[config.mk]
export PLATFORM = sky130hd
export DESIGN_NAME = lottery_req_frontend_flat
export DESIGN_NICKNAME = d
export VERILOG_FILES = /design/src/rtl/lottery_req_frontend_pkg.sv /design/src/rtl/lottery_req_frontend_if.sv /design/src/rtl/lottery_req_frontend_desc_fifo.sv /design/src/rtl/lottery_req_frontend.sv /design/src/flat_wrapper.sv
export SDC_FILE = /design/constraint.sdc
export NUM_CORES = 1
export LEC_CHECK = 0
export CAP_MARGIN = 20
export CORE_UTILIZATION = 35
export DETAILED_ROUTE_END_ITERATION = 8
export PLACE_DENSITY_LB_ADDON = 0.1
export SLEW_MARGIN = 10
export SYNTH_ARGS = -nofsm -noshare
export SYNTH_HDL_FRONTEND = slang
export SYNTH_SLANG_ARGS = --single-unit
[constraint.sdc]
create_clock -name clk -period 3.7 [get_ports clk]
set_input_delay 0.74 -clock clk [delete_from_list [all_inputs] [get_ports clk]]
set_output_delay 0.74 -clock clk [all_outputs]
set_load 0.005 [all_outputs]
[src/rtl/lottery_req_frontend_pkg.sv]
// Shared types and sizing helpers for the lottery arbiter request front-end.
package lottery_req_frontend_pkg;

    localparam int unsigned N_DEF     = 4;
    localparam int unsigned DEPTH_DEF = 4;
    localparam int unsigned DEST_W    = 2;
    localparam int unsigned LEN_W     = 4;

    // One queued packet: where it goes and how many cycles minus one it occupies.
    typedef struct packed {
        logic [DEST_W-1:0] dest;
        logic [LEN_W-1:0]  len;
    } onoc_desc_t;

    typedef enum logic {
        StIdle,
        StXmit
    } tx_state_e;

    // Index width for n items, never narrower than one bit.
    function automatic int unsigned src_w(input int unsigned n);
        return (n <= 1) ? 1 : $clog2(n);
    endfunction

    localparam int unsigned SRC_W = src_w(N_DEF);

endpackage

[src/rtl/lottery_req_frontend_if.sv]
// Bus bundle between the sources/arbiter/channel and the request front-end.
interface lottery_req_frontend_if
    import lottery_req_frontend_pkg::*;
#(
    parameter int unsigned N      = N_DEF,
    parameter int unsigned DW     = DEST_W,
    parameter int unsigned LW     = LEN_W
) ();

    localparam int unsigned SW = src_w(N);

    logic [N-1:0]    enq_valid;
    logic [N-1:0]    enq_ready;
    logic [N*DW-1:0] enq_dest;
    logic [N*LW-1:0] enq_len;
    logic [N-1:0]    request;
    logic [N-1:0]    grant;
    logic            tx_valid;
    logic [SW-1:0]   tx_src;
    logic [DW-1:0]   tx_dest;
    logic            tx_last;
    logic            busy;
    logic            grant_err;

    // Front-end side.
    modport slave (
        input  enq_valid, enq_dest, enq_len, grant,
        output enq_ready, request, tx_valid, tx_src, tx_dest, tx_last, busy, grant_err
    );

    // Environment side (sources, arbiter, channel).
    modport master (
        output enq_valid, enq_dest, enq_len, grant,
        input  enq_ready, request, tx_valid, tx_src, tx_dest, tx_last, busy, grant_err
    );

endinterface

[src/rtl/lottery_req_frontend_desc_fifo.sv]
// Single-clock show-ahead FIFO of packet descriptors; one instance per source.
module lottery_req_frontend_desc_fifo
    import lottery_req_frontend_pkg::*;
#(
    parameter int unsigned DEPTH = DEPTH_DEF
) (
    input  logic       clk,
    input  logic       rst_n,
    input  logic       i_push,
    input  logic       i_pop,
    input  onoc_desc_t i_din,
    output onoc_desc_t o_dout,
    output logic       o_full,
    output logic       o_empty
);

    localparam int unsigned PTR_W = src_w(DEPTH);

    onoc_desc_t       r_mem [DEPTH];
    logic [PTR_W-1:0] r_wptr;
    logic [PTR_W-1:0] r_rptr;
    logic [PTR_W:0]   r_count;

    logic w_push;
    logic w_pop;

    assign o_full  = (r_count == (PTR_W + 1)'(DEPTH));
    assign o_empty = (r_count == '0);
    assign w_push  = i_push && !o_full;
    assign w_pop   = i_pop && !o_empty;
    assign o_dout  = r_mem[r_rptr];

    // Storage array; contents are don't-care while empty, so no reset.
    always_ff @(posedge clk) begin
        if (w_push) begin
            r_mem[r_wptr] <= i_din;
        end
    end

    // Pointers wrap naturally; the extra count bit separates full from empty.
    always_ff @(posedge clk or negedge rst_n) begin
        if (!rst_n) begin
            r_wptr  <= '0;
            r_rptr  <= '0;
            r_count <= '0;
        end else begin
            if (w_push) begin
                r_wptr <= r_wptr + 1'b1;
            end
            if (w_pop) begin
                r_rptr <= r_rptr + 1'b1;
            end
            unique case ({w_push, w_pop})
                2'b10:   r_count <= r_count + 1'b1;
                2'b01:   r_count <= r_count - 1'b1;
                default: r_count <= r_count;
            endcase
        end
    end

endmodule

[src/rtl/lottery_req_frontend.sv]
// Per-source descriptor queues feeding a lottery arbiter, plus the channel
// occupancy counter that turns each granted descriptor into a transmit burst.
module lottery_req_frontend
    import lottery_req_frontend_pkg::*;
#(
    parameter int unsigned N     = N_DEF,
    parameter int unsigned DEPTH = DEPTH_DEF
) (
    input  logic                   clk,
    input  logic                   rst_n,
    lottery_req_frontend_if.slave  bus
);

    localparam int unsigned SW = src_w(N);

    logic [N-1:0] w_full;
    logic [N-1:0] w_empty;
    logic [N-1:0] w_push;
    logic [N-1:0] w_pop;
    onoc_desc_t   w_din  [N];
    onoc_desc_t   w_head [N];

    tx_state_e         r_state;
    tx_state_e         w_state_nxt;
    logic [LEN_W-1:0]  r_cnt;
    logic [LEN_W-1:0]  w_cnt_nxt;
    logic [SW-1:0]     r_src;
    logic [SW-1:0]     w_src_nxt;
    logic [DEST_W-1:0] r_dest;
    logic [DEST_W-1:0] w_dest_nxt;
    logic              r_err;
    logic              w_err_nxt;

    logic          w_busy;
    logic          w_last;
    logic          w_slot;
    logic [N-1:0]  w_request;
    logic [N-1:0]  w_acc;
    logic          w_multi;
    logic          w_sel_found;
    logic [SW-1:0] w_sel_idx;

    for (genvar g = 0; g < N; g++) begin : g_src
        assign w_din[g]  = '{dest: bus.enq_dest[g*DEST_W +: DEST_W],
                             len:  bus.enq_len[g*LEN_W +: LEN_W]};
        assign w_push[g] = bus.enq_valid[g] && !w_full[g];

        lottery_req_frontend_desc_fifo #(
            .DEPTH (DEPTH)
        ) u_fifo (
            .clk     (clk),
            .rst_n   (rst_n),
            .i_push  (w_push[g]),
            .i_pop   (w_pop[g]),
            .i_din   (w_din[g]),
            .o_dout  (w_head[g]),
            .o_full  (w_full[g]),
            .o_empty (w_empty[g])
        );
    end

    // Requests come from registered state only, so the arbiter loop stays sequential.
    assign w_busy    = (r_state == StXmit);
    assign w_last    = w_busy && (r_cnt == '0);
    assign w_slot    = !w_busy || w_last;
    assign w_request = ~w_empty & {N{w_slot}};
    assign w_acc     = bus.grant & w_request;
    assign w_multi   = (w_acc & (w_acc - 1'b1)) != '0;

    // Lowest-index accepted grant wins; stray grant bits are simply masked off.
    always_comb begin
        w_sel_found = 1'b0;
        w_sel_idx   = '0;
        w_pop       = '0;
        for (int i = 0; i < N; i++) begin
            if (w_acc[i] && !w_sel_found) begin
                w_sel_found = 1'b1;
                w_sel_idx   = SW'(i);
                w_pop[i]    = 1'b1;
            end
        end
    end

    // Transmit FSM: load on an accepted grant, otherwise count the burst down.
    always_comb begin
        w_state_nxt = r_state;
        w_cnt_nxt   = r_cnt;
        w_src_nxt   = r_src;
        w_dest_nxt  = r_dest;
        w_err_nxt   = r_err | w_multi;
        unique case (r_state)
            StIdle: begin
                if (w_sel_found) begin
                    w_state_nxt = StXmit;
                    w_src_nxt   = w_sel_idx;
                    w_dest_nxt  = w_head[w_sel_idx].dest;
                    w_cnt_nxt   = w_head[w_sel_idx].len;
                end
            end
            StXmit: begin
                // A grant can only be accepted here in the last cycle: zero-bubble chaining.
                if (w_sel_found) begin
                    w_src_nxt  = w_sel_idx;
                    w_dest_nxt = w_head[w_sel_idx].dest;
                    w_cnt_nxt  = w_head[w_sel_idx].len;
                end else if (r_cnt == '0) begin
                    w_state_nxt = StIdle;
                end else begin
                    w_cnt_nxt = r_cnt - 1'b1;
                end
            end
            default: begin
                w_state_nxt = StIdle;
            end
        endcase
    end

    // FSM and transmit-context registers; reset aborts any packet in flight.
    always_ff @(posedge clk or negedge rst_n) begin
        if (!rst_n) begin
            r_state <= StIdle;
            r_cnt   <= '0;
            r_src   <= '0;
            r_dest  <= '0;
            r_err   <= 1'b0;
        end else begin
            r_state <= w_state_nxt;
            r_cnt   <= w_cnt_nxt;
            r_src   <= w_src_nxt;
            r_dest  <= w_dest_nxt;
            r_err   <= w_err_nxt;
        end
    end

    assign bus.enq_ready = ~w_full;
    assign bus.request   = w_request;
    assign bus.tx_valid  = w_busy;
    assign bus.busy      = w_busy;
    assign bus.tx_last   = w_last;
    assign bus.tx_src    = r_src;
    assign bus.tx_dest   = r_dest;
    assign bus.grant_err = r_err;

endmodule

[src/flat_wrapper.sv]
// flat-port wrapper written by rule: the top's interface ports become plain ports
module lottery_req_frontend_flat import lottery_req_frontend_pkg::*;
#(
    parameter int unsigned N     = N_DEF,
    parameter int unsigned DEPTH = DEPTH_DEF
)
  (clk, rst_n, bus_enq_valid, bus_enq_dest, bus_enq_len, bus_grant, bus_enq_ready, bus_request, bus_tx_valid, bus_tx_src, bus_tx_dest, bus_tx_last, bus_busy, bus_grant_err);
  lottery_req_frontend_if #(.N(N), .DW(DEST_W), .LW(LEN_W)) bus_i ();
  input  logic clk;
  input  logic rst_n;
  input wire logic [$bits(bus_i.enq_valid)-1:0] bus_enq_valid;
  input wire logic [$bits(bus_i.enq_dest)-1:0] bus_enq_dest;
  input wire logic [$bits(bus_i.enq_len)-1:0] bus_enq_len;
  input wire logic [$bits(bus_i.grant)-1:0] bus_grant;
  output wire logic [$bits(bus_i.enq_ready)-1:0] bus_enq_ready;
  output wire logic [$bits(bus_i.request)-1:0] bus_request;
  output wire logic [$bits(bus_i.tx_valid)-1:0] bus_tx_valid;
  output wire logic [$bits(bus_i.tx_src)-1:0] bus_tx_src;
  output wire logic [$bits(bus_i.tx_dest)-1:0] bus_tx_dest;
  output wire logic [$bits(bus_i.tx_last)-1:0] bus_tx_last;
  output wire logic [$bits(bus_i.busy)-1:0] bus_busy;
  output wire logic [$bits(bus_i.grant_err)-1:0] bus_grant_err;
  assign bus_i.enq_valid = bus_enq_valid;
  assign bus_i.enq_dest = bus_enq_dest;
  assign bus_i.enq_len = bus_enq_len;
  assign bus_i.grant = bus_grant;
  assign bus_enq_ready = bus_i.enq_ready;
  assign bus_request = bus_i.request;
  assign bus_tx_valid = bus_i.tx_valid;
  assign bus_tx_src = bus_i.tx_src;
  assign bus_tx_dest = bus_i.tx_dest;
  assign bus_tx_last = bus_i.tx_last;
  assign bus_busy = bus_i.busy;
  assign bus_grant_err = bus_i.grant_err;
  lottery_req_frontend #(.N(N), .DEPTH(DEPTH)) u_core (.clk(clk), .rst_n(rst_n), .bus(bus_i));
endmodule
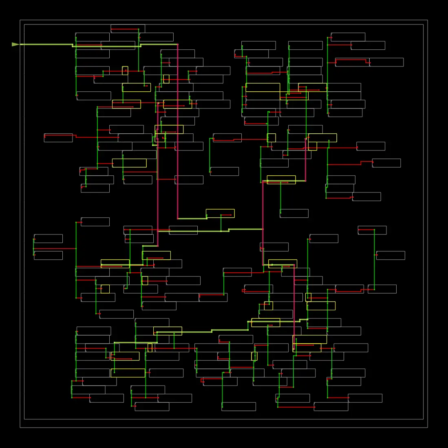
*Clock wiring as the flow saved it*
Inserted Clock Buffers: 17
clock sink count: 134

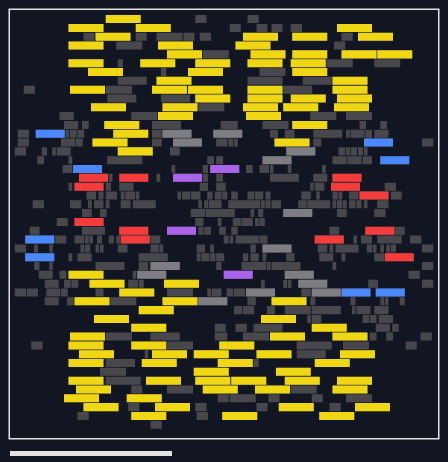
*Sequential cells coloured by netlist name*
Scale bar: 50 um. Other sequential cells in the stronger grey, the rest of the logic in the fainter grey.
| colour | signal | placed flops |
|---|---|---|
| red | u_core.g_src.u_fifo.r_count | 12 |
| yellow | u_core.g_src.u_fifo.r_mem | 96 |
| purple | u_core.r_cnt | 4 |
| blue | u_core.g_src.u_fifo.r_wptr | 8 |
not coloured: 14
fraction of area in registers: 0.527
sequential standard cell area: 3830 um^2

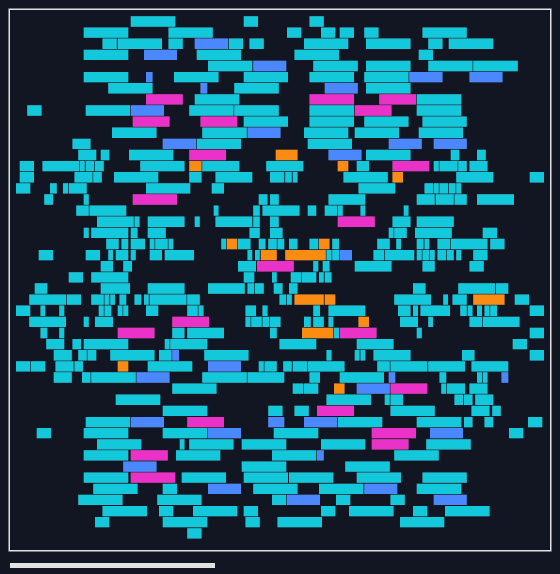
*Drive-strength map*
Scale bar: 50 um.
| colour | size | cells | share |
|---|---|---|---|
| blue | x2 | 32 | 7.1% |
| magenta | x6 and larger | 21 | 4.7% |
| orange | x3 and x4 | 15 | 3.3% |
| cyan | x1 and smaller | 382 | 85% |
final instance area: 7270 um^2
count of non-CTS buffers in the layout: 53
fin worst setup slack: 394 ps
Area Growth Syn to Fin: 22.9%

==> run notes <==
Physical implementation status

The internal power summed over all cells stands at 4.09 mW. The met2 wire length stands at 5410 um. The report shows a maximum critical-path fanout of 6. The number of global-route vias before repair stands at 3390.

The reported combinational group power stands at 1.83 mW. For this run, the number of standard cells in the final layout without fillers is 670. Counting only logic cells after layout, the most numerous master is edfxtp_1. The layout inverter count without the clock tree stands at 29. The final layout reports a setup TNS of 0 ps. In the synthesis report, Yosys lists the chip area as 5920 um^2. The post-CTS setup repair buffer count stands at 0.

Yosys mapped a number of flops with a built-in enable equal to 96. STA reports a reg2reg setup slack of 650 ps. The share of final layout cell area taken by non-clock buffers stands at 0.0709.

Per the post-CTS timing run, clock transition at the registers of the reported paths is 60 ps. The fraction of area in clock buffers and inverters stands at 0.0843. The total overflow reported by the global router stands at 0. After detailed routing, no signal wire sits above met4. The final layout report lists a clock buffer count of 18. The cell sitting at the root of the clock tree is a clkbuf_16.

For this design, the CTS-stage hold fixing added 0 buffers. The average footprint of a synthesized cell stands at 15.7 um^2. The number of antenna diodes stands at 0. The largest registers in the layout are u_core.g_src.u_fifo.r_mem (96), u_core.g_src.u_fifo.r_count (12). The number of sequential cells reported for the layout is 134. The number of cells in the design after placement stands at 638. The class occupying the most area after layout is reported as sequential cells. The flip-flop count of the largest register, all copies and words added stands at 96. The layout has 1469 filler cells. The power report attributes to the clock group a share of 0.289. The quantity of gates resized following cts stands at 0. The amount of wire on met3 after detailed routing stands at 440 um. The run finished with clean final reports. 50 I/O pins were placed. According to the floorplan log, the row count is 47. In this run the deepest clock path goes through 2 buffers. The fraction of post-synthesis cell area in the top cell type by area stands at 0.487.
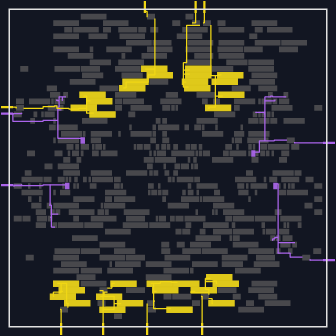
*I/O nets highlighted*
| colour | port | bits | direction | end cells | buffers | wire |
|---|---|---|---|---|---|---|
| purple | bus_enq_ready | 4 | output | 4 | 4 | 240 um |
| yellow | bus_enq_dest | 8 | input | 32 | 8 | 349 um |

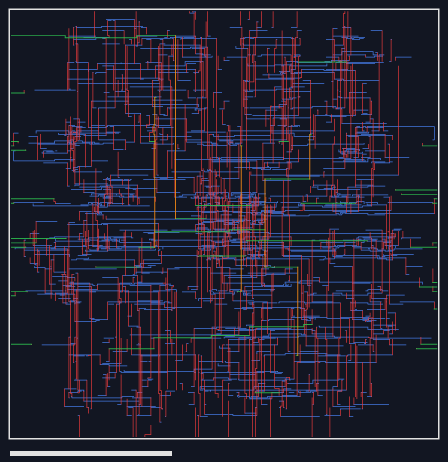
*Routed metal, one colour a layer*
Scale bar: 50 um.
| colour | layer | wire length |
|---|---|---|
| green | M3 | 440 um |
| blue | M1 | 5570 um |
| orange | M4 | 216 um |
| red | M2 | 5410 um |
final routed wirelength across all metal layers: 11600 um
count of vias placed by the detailed router: 3253
all-layer global routing usage: 0.146
mean routed wirelength per cell: 17.4 um

==> cells by family (layout without fill, tap and decap cells) <==
kind of cell    Yosys count  in the layout  synth area share
compound gates           42             42            0.0550
mux                      31             31             0.104
fa+ha+maj                25             25            0.0580
simple gates             79             79            0.0709
flops                   134            134             0.648
xor+xnor                 25             25            0.0370
buf+inv                  41            114            0.0269
==> cells in the mapped netlist (2+ instances only) <==
master / n
buf_1: 4
nand2b_1: 2
nand3_1: 5
xor2_1: 11
fa_1: 4
mux2i_1: 5
xnor2_1: 14
nor3b_1: 2
dfrtp_1: 38
o22ai_1: 5
a21oi_1: 7
o31ai_1: 2
and3_1: 16
nor2_1: 17
nand2_1: 17
ha_1: 21
nor3_1: 7
nand4_1: 2
clkbuf_1: 6
inv_1: 29
a211oi_1: 3
o31a_1: 4
nor2b_1: 2
edfxtp_1: 96
and2_1: 4
mux4_2: 24
o21ai_0: 10
==> worst paths after layout <==
check	start	endpoint	depth (start not counted)
min reg2reg	u_core.bus.tx_dest[1]$_DFFE_PN0P_	u_core.bus.tx_dest[1]$_DFFE_PN0P_	1
min in group clk	u_core.bus.tx_dest[1]$_DFFE_PN0P_	u_core.bus.tx_dest[1]$_DFFE_PN0P_	1
max	u_core.r_cnt[0]$_DFFE_PN0P_	bus_request[3]	6
min	rst_n	u_core.g_src[1].u_fifo.r_count[0]$_DFFE_PN0P_	1
max reg2reg	u_core.r_cnt[0]$_DFFE_PN0P_	u_core.g_src[2].u_fifo.r_count[2]$_DFFE_PN0P_	12
max in group asynchronous	rst_n	u_core.r_cnt[2]$_DFFE_PN0P_	1
==> critical path, stage by stage (launching register included) <==
cell             delay, ps
dfrtp_1                410
inv_1                  100
ha_1                   160
or3b_4                 410
and2_0                 350
nor2_1                 200
clkdlybuf4s50_1        520
Power figures rest on the tool's default switching activity, not on a simulated workload.
